### The clock network, run 1

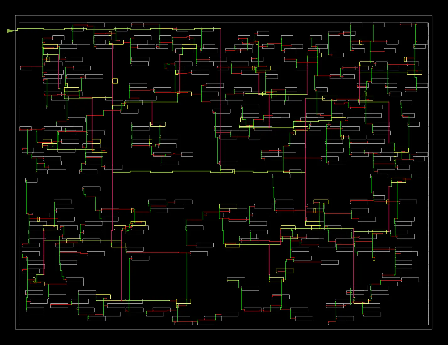
### Routed clock nets over the placement, run 1

(2 px per um)
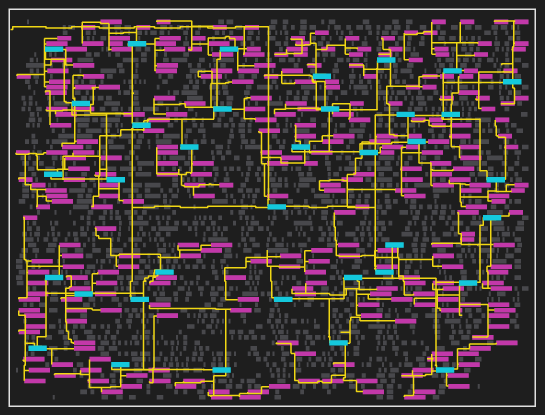
### A small window of the routed layout, run 1

Window x 119 to 144, y 86 to 111 um. Cells in gray, sequential cells in the stronger gray; small squares are vias.
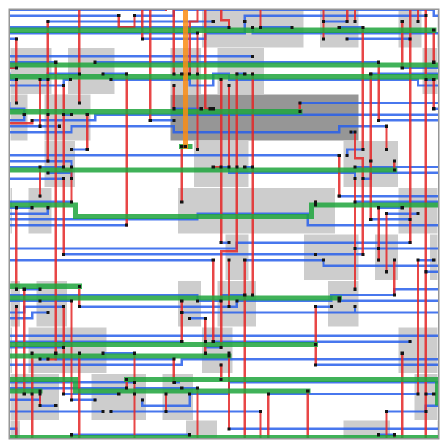
==> config.mk <==
export PLATFORM = sky130hd
export DESIGN_NAME = prefetch_stride_gen
export DESIGN_NICKNAME = d
export VERILOG_FILES = /design/src/rtl/prefetch_stride_gen.sv
export SDC_FILE = /design/constraint.sdc
export NUM_CORES = 1
export LEC_CHECK = 0
export CAP_MARGIN = 20
export CELL_PAD_IN_SITES_DETAIL_PLACEMENT = 1
export CELL_PAD_IN_SITES_GLOBAL_PLACEMENT = 2
export CORE_ASPECT_RATIO = 0.75
export CORE_MARGIN = 2
export CORE_UTILIZATION = 43
export DETAILED_ROUTE_END_ITERATION = 12
export PLACE_DENSITY_LB_ADDON = 0.1
export SETUP_SLACK_MARGIN = 0.3
export SLEW_MARGIN = 20
export SYNTH_ARGS = -nofsm -noshare
export SYNTH_HDL_FRONTEND = slang
export SYNTH_SLANG_ARGS = --single-unit
==> constraint.sdc <==
create_clock -name clk -period 30.1 [get_ports clk]
set_clock_uncertainty 0.15 [all_clocks]
set_input_delay 7.525 -clock clk [delete_from_list [all_inputs] [get_ports clk]]
set_output_delay 7.525 -clock clk [all_outputs]
set_load 0.02 [all_outputs]
==> impl_metrics.csv, run 1 <==
group,metric,value,unit
outcome,status,"complete, no violations",
power,powerSeq,0.486,mW
synth,ys_sh_simple,21.9,%
final_layout,logic_gates,1677,
final_layout,register_area,0.00850,mm2
final_layout,logic_area,0.0123,mm2
placed_design,io_buffers,96,
drt,wire_per_inst,26.1,um
worst_hold_path,min_path_cells,2,
global_routing,met3_usage,4.22,%
final_timing,finalWorstSetupSlack,13.14,ns
clock_tree,postCtsSetupBuffers,0,
drt,highest_layer,"met4",
power,powerDensity,72.4,mW/mm2
clock_tree,cts_tree,"yes",
power,p_leak,8.87,nW
drt,dr_wl_met2,30.9,mm
final_layout,n_antenna_cell,0,
final_layout,nets,2302,
global_routing,grt_max_degree,97,
die,die_h,198,um
drt,vias,18000,
synth,yosysCellCount,2167,
final_timing,finalCritPeriodShare,56.3,%
final_layout,ff_count,310,
synth,ys_types,104,
final_layout,largest_class,"multi-input combinational cells",
clock_tree,clockRootBuffer,"clkbuf_16",
synth,synthCells,2167,
global_routing,grt_pass1_vias,17600,
final_timing,setup_tns,0,ns
final_timing,fmax,0.0590,GHz
final_layout,buffers,117,
placed_design,place_area,0.0229,mm2
setup_path,reg2reg_depth,24,
final_layout,clk_share,4.76,%
synth,syn_avg_cell_area,9.93,um2
drt,drcViolationCount,0,
final_timing,rsz0062_at_grt,"no",
final_layout,area_growth,11.9,%
power,p_sw,0.733,mW
final_timing,slew_headroom,22.8,%
final_timing,tightest_slew,1.15,ns
final_layout,comb_area_share,51.1,%
final_timing,finalHoldViolations,0,
power,pg_comb,0.812,mW
setup_path,worst_ep_required_time,30.22,ns
setup_path,crit_type,"in2reg",
setup_path,crit_path_end_kind,"flip-flop",
final_timing,setup_viol,0,
drt,drt_first_pass_iters,5,
final_timing,whs,0.341,ns
final_timing,drv_slew,0,
final_layout,buffer_area_share,4.62,%
power,ir_worst_vdd,0.0388,mV
power,p_seq_share,27.9,%
drt,wl,74.8,mm
die,core_area,0.0490,mm2
die,core_util_floorplan,43.9,%
clock_tree,postCtsResizedCells,0,
clock_tree,path_clk_slew,0.07,ns
global_routing,grt_pass1_wl,112,mm
final_layout,final_util,49.1,%
worst_hold_path,min_path_type,"reg2reg",
drt,via_per_inst,6.26,
synth,synthArstFlopShare,0,%
setup_path,r2r_setup_slack,20.81,ns
setup_path,cp-start-kind,"input pin",
setup_path,critPathSlowestCell,"buf_4",
clock_tree,cts.path.max_buffers,3,
final_timing,period_minus_slack,16.96,ns
final_layout,largest_reg_flops,112,
setup_path,cp_max_fo,96,
synth,ys_area,0.0215,mm2
synth,yosysWarnings,0,
placed_design,dp_slack,12.84,ns
drt,antenna_left,0,
setup_path,critical-path-max-stage-delay,0.85,ns
power,power_leader,"combinational logic",
global_routing,overflow,0,
power,intPower,1.01,mW
die,ios,105,
final_layout,fin_area,0.0241,mm2
synth,mux_share,6.48,%
setup_path,crit_top_cell,"buf_4",
placed_design,place_inst,2806,
global_routing,top_usage_layer,"met1",
setup_path,worstPathArrival,17.07,ns
die,num_rows,70,
die,chipArea,0.0519,mm2
synth,netlist_area,0.0215,mm2
die,taps,648,
job,warning_count,37,
synth,ys_sh_adder,4.00,%
placed_design,place.gp.congestion,0.894,
synth,ys_sh_xor,11.9,%
synth,synth_top_flop_cell,"edfxtp_1",
clock_tree,cts-hold-fix-buffers,0,
die,die_x,262,um
global_routing,track_usage,28.5,%
final_layout,drive_gt1_share,8.28,%
power,swShare,42.0,%
synth,aoi_share,12.6,%
drt,drt_iter0_markers,1809,
synth,edf_count,229,
job,drv_cap,0,
clock_tree,htree_num_levels,2,
global_routing,met1_usage,45.2,%
final_layout,n_fill_cell,5431,
final_layout,clock_buffers,54,
drt,wl_met1,37.2,mm
synth,top_logic_kind,"simple AND/OR/NAND/NOR gates",
power,power.share.combinational,46.6,%
synth,ys_seq_share,39.5,%
final_layout,fin_cells,2871,
global_routing,met2_usage,41.0,%
power,total_power,1.74,mW
placed_design,dpl.hpwl,56.0,mm
drt,wl_met3,5.75,mm
final_layout,sh_seq_area,35.3,%
global_routing,antenna_found_initial,2,
synth,ys_ff,310,
final_layout,inverters,54,
Notes on 'The clock network' above:
worst skew pair latency: 0.57 ns
total CTS buffers: 36
clk sinks: 310

Notes on 'Routed clock nets over the placement' above:
clock wires: marked yellow, length 4,930 um. clock-net drivers: marked cyan, count 36. flip-flops: marked magenta, count 310.
There are 37 routed clock nets. Position of the flops: widely spread.
Clk power: 0.445 mW
Clock Power Share: 25.5%

Notes on 'A small window of the routed layout' above:
M1: marked blue. M4: marked orange. M2: marked red. M3: marked green.
30 logic cells have their middle in the window. Most frequent: nor2_1 (4), nand2_1 (3). Sequential cells in the window: 1.

## run 1: worst max-delay path: cells and delay by family
family	cells	cell delay, ns
AOI/OAI and AO/OA	8	3.43
and+or+nand+nor	7	2.07
buffers and inverters	5	1.94
adders and majority gates	3	1.14
xor gates and xnor gates	2	0.56
muxes	1	0.30
## run 1: cell usage after synthesis (8+ instances only)
cell type	instances	area, um2
a211oi_1	8	60.1
a21boi_0	42	315
a21o_1	27	203
a21oi_1	80	400
a31oi_1	12	75.1
and2_1	38	238
and3_1	72	450
and4_1	9	78.8
buf_1	9	33.8
buf_2	37	185
buf_4	9	67.6
clkbuf_1	70	263
dfxtp_1	81	1620
edfxtp_1	229	6880
ha_1	64	801
inv_1	54	203
mux2_2	8	90.1
mux2i_1	65	651
mux4_2	29	653
nand2_1	171	642
nand2b_1	21	131
nand3_1	67	335
nand4_1	57	357
nand4b_1	8	70.1
nor2_1	174	653
nor2b_1	22	138
nor3_1	127	636
nor4_1	27	169
nor4b_1	13	114
o2111ai_1	9	78.8
o211a_1	8	80.1
o21a_1	20	150
o21ai_0	70	350
o21ai_1	8	40.0
or2_2	15	93.8
or3_1	27	169
xnor2_1	113	990
xnor3_1	26	586
xor2_1	67	587
## run 1: cells in the final DEF, fill, tap and decap left out, types with 21 or more instances in the layout
master and count:
a21boi_0 42, a21o_1 27, a21oi_1 79, and2_1 38
and3_1 72, buf_4 22, clkbuf_16 36, clkdlybuf4s50_1 94
dfxtp_1 80, edfxtp_1 229, ha_1 64, inv_1 53
mux2i_1 65, mux4_2 29, nand2_1 167, nand2b_1 21
nand3_1 67, nand4_1 57, nor2_1 174, nor2b_1 22
nor3_1 126, nor4_1 27, o21ai_0 66, or3_1 27
xnor2_1 113, xnor3_1 26, xor2_1 67
==> run 2: changes to the inputs <==
Settings changed: CORE_UTILIZATION 43 to 40.
Clock period 30.1 ns to 17.7 ns, I/O delays scaled along.
### Placed cells, one color a class, run 2

(1.5 px per um) Fill, decap, tap and diode cells in gray.
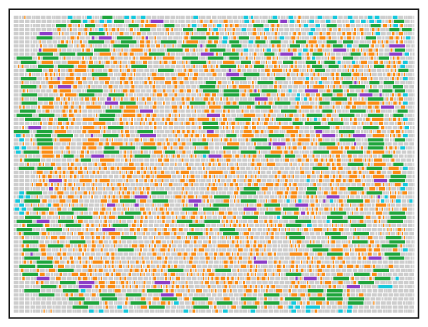
clock drivers and dummy loads: marked purple, cells 68, share of their area 5.3%. remaining logic cells: marked orange, cells 1,731, share of their area 53%. remaining buffers and delay cells: marked cyan, cells 119, share of their area 5.0%. registers: marked green, cells 310, share of their area 36%.
Core Area: 0.0531 mm2
Core Util, Final: 45.8%
Seq area share: 34.9%
Row Count: 73

==> impl_metrics.csv, run 2 <==
group,metric,value,unit
final_layout,lay_top_cells,"229 x edfxtp_1, 174 x nor2_1, 167 x nand2_1, 126 x nor3_1, 113 x xnor2_1",
final_timing,period_minus_slack,13.61,ns
setup_path,cp_top_family,"AND-OR/OR-AND gates",
clock_tree,cts-hold-fix-buffers,0,
job,drv_cap,0,
clock_tree,clock_latency,0.57,ns
final_timing,setup_tns,0,ns
final_timing,drv_slew,0,
synth,synth_top_flop_cell,"edfxtp_1",
power,total_power,3.03,mW
final_timing,setup_viol,0,
clock_tree,cts_tree,"yes",
job,warning_count,37,
synth,top_cells_by_area,"edfxtp_1 32%, dfxtp_1 7.5%, xnor2_1 4.6%, ha_1 3.7%, mux4_2 3.0%",
power,swShare,42.2,%
final_timing,tightest_slew,1.13,ns
global_routing,antenna_found_initial,0,
clock_tree,htree_num_levels,2,
synth,synthTopCellsByCount,"229 x edfxtp_1, 174 x nor2_1, 171 x nand2_1",
power,intPower,1.75,mW
setup_path,cp_max_fo,44,
worst_hold_path,min_path_cells,2,
clock_tree,cts.path.max_buffers,3,
die,die_h,205,um
synth,syn_avg_cell_area,9.93,um2
clock_tree,postCtsResizedCells,0,
clock_tree,postCtsSetupBuffers,0,
setup_path,critical-path-max-stage-delay,0.85,ns
setup_path,crit_type,"in2reg",
setup_path,crit_cells,23,
final_timing,finalHoldViolations,0,
worst_hold_path,min_path_type,"reg2reg",
synth,synth_top_area_share,32.0,%
placed_design,dpl.hpwl,57.2,mm
setup_path,crit_buf_inv,4,
final_layout,area_growth,13.0,%
final_layout,n_antenna_cell,0,
final_timing,slew_headroom,23.7,%
setup_path,critPathSlowestCell,"ha_1",
placed_design,place_area,0.0230,mm2
power,power.share.combinational,46.0,%
power,ir_worst_vdd,0.0697,mV
drt,drt_iter0_markers,1775,
global_routing,grt_max_degree,97,
global_routing,grt_pass1_vias,17700,
setup_path,worst_ep_required_time,17.76,ns
synth,synthCells,2167,
synth,most_common_cell,"edfxtp_1",
drt,antenna_left,0,
power,p_seq_share,27.2,%
power,power_frac_clock,26.7,%
final_timing,fmax,0.0735,GHz
power,p_sw,1.28,mW
final_layout,largest_reg_flops,112,
synth,ys_types,104,
die,die_x,272,um
final_layout,nets,2306,
drt,via_per_inst,6.11,
drt,drt_first_pass_iters,5,
final_timing,rsz0062_at_grt,"no",
setup_path,cp-start-kind,"input pin",
power,powerDensity,125,mW/mm2
setup_path,worstPathArrival,13.68,ns
setup_path,crit_path_cell_trace,"buf_4 -> buf_4 -> mux2i_1 -> ha_1 -> a21oi_1 -> o21ai_0 -> a211oi_2 -> a21oi_1 -> xnor2_1 -> inv_1 -> ha_1 -> nand4_1 -> o21ai_0 -> a21oi_1 -> o22ai_1 -> xor3_1 -> xnor2_1 -> nor4bb_1 -> a22oi_1 -> nand4b_1 -> or3_1 -> nand2_1 -> buf_4",
drt,drcViolationCount,0,
synth,yosysWarnings,0,
synth,ys_seq_share,39.5,%
setup_path,crit_path_end_kind,"flip-flop",
synth,yosysCellCount,2167,
clock_tree,cts.sinks,310,
placed_design,io_buffers,96,
synth,netlist_area,0.0215,mm2
global_routing,grt_pass1_wl,116,mm
placed_design,place.gp.congestion,0.906,
synth,ys_area,0.0215,mm2
drt,wl,77.0,mm
final_layout,fin_area,0.0243,mm2
die,ios,105,
final_layout,drive_gt1_share,8.84,%
global_routing,track_usage,27.7,%
global_routing,overflow,0,
outcome,status,"complete, no violations",
synth,edf_count,229,
clock_tree,path_clk_slew,0.06,ns
setup_path,r2r_setup_slack,8.56,ns
setup_path,reg2reg_depth,24,
die,core_util_floorplan,40.5,%
power,p_leak,8.96,nW
clock_tree,cts_buffers,38,
clock_tree,clockRootBuffer,"clkbuf_16",
final_timing,whs,0.324,ns
final_timing,finalCritPeriodShare,76.9,%
drt,wire_per_inst,26.2,um
die,chipArea,0.0557,mm2
synth,ys_ff,310,
final_layout,lay_top_count,"edfxtp_1",
drt,vias,18000,
synth,yosys.area.top_type,"edfxtp_1",
synth,synthArstFlopShare,0,%
### A small window of the routed layout, run 2

Window x 123 to 148, y 90 to 115 um. Cells in gray, sequential cells in the stronger gray; small squares are vias.
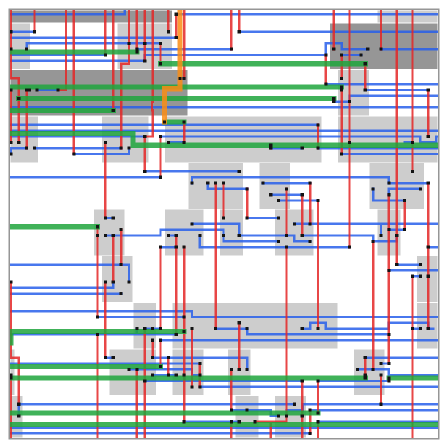
M2: marked red. M1: marked blue. M3: marked green. M4: marked orange.
Sequential cells in the window: 2. 26 logic cells have their middle in the window. Most frequent: nor2_1 (4), o21ai_0 (3), nor3_1 (3).

[run 2: area by class of cell]
| cell class | count | area (um2) |
|---|---|---|
| fillers | 5850 | 28700 |
| multi-input cells | 1677 | 12300 |
| flip-flops and latches | 310 | 8500 |
| repair buffers | 119 | 1170 |
| clock buffers | 46 | 1010 |
| well taps | 712 | 891 |
| clock inverters | 22 | 231 |
| inverters | 54 | 203 |
[run 2: cells by family (layout without fill, tap and decap cells)]
group	count (synthesis)	count (layout)	synth area share [%]
adder cells (fa/ha/maj)	67	67	4.00
XOR/XNOR	225	225	11.9
multiplexers	102	102	6.48
buffers and inverters	183	241	3.68
flip-flops	310	310	39.5
other	1	4	0.0174
AND/OR/NAND/NOR	895	895	21.9
AND-OR/OR-AND	384	384	12.6
[run 2: through the flow]
step	std cells	worst slack, ns
after global placement	2870	3.92
after detailed placement	2870	3.73
after CTS	2938	4.31
final	2940	4.09
after floorplan	2170	3.75
after global routing	2940	3.64
[run 2: power by group through the flow]
stage	clock network (mW)	registers [mW]	logic, mW
final	0.811	0.826	1.40
after floorplan	0	0.837	0.941
after global routing	0.849	0.829	1.49
after global placement	0	0.839	1.34
after detailed placement	0	0.841	1.35
after CTS	0.825	0.826	1.36
[run 2: layer usage]
metal  GRT usage, %  share of wire [%]
met4           4.83                1.3
met3           4.16                8.1
met1           44.1                 50
met2           39.4                 41
met5              0                  0
Power figures rest on the tool's default switching activity, not on a simulated workload.
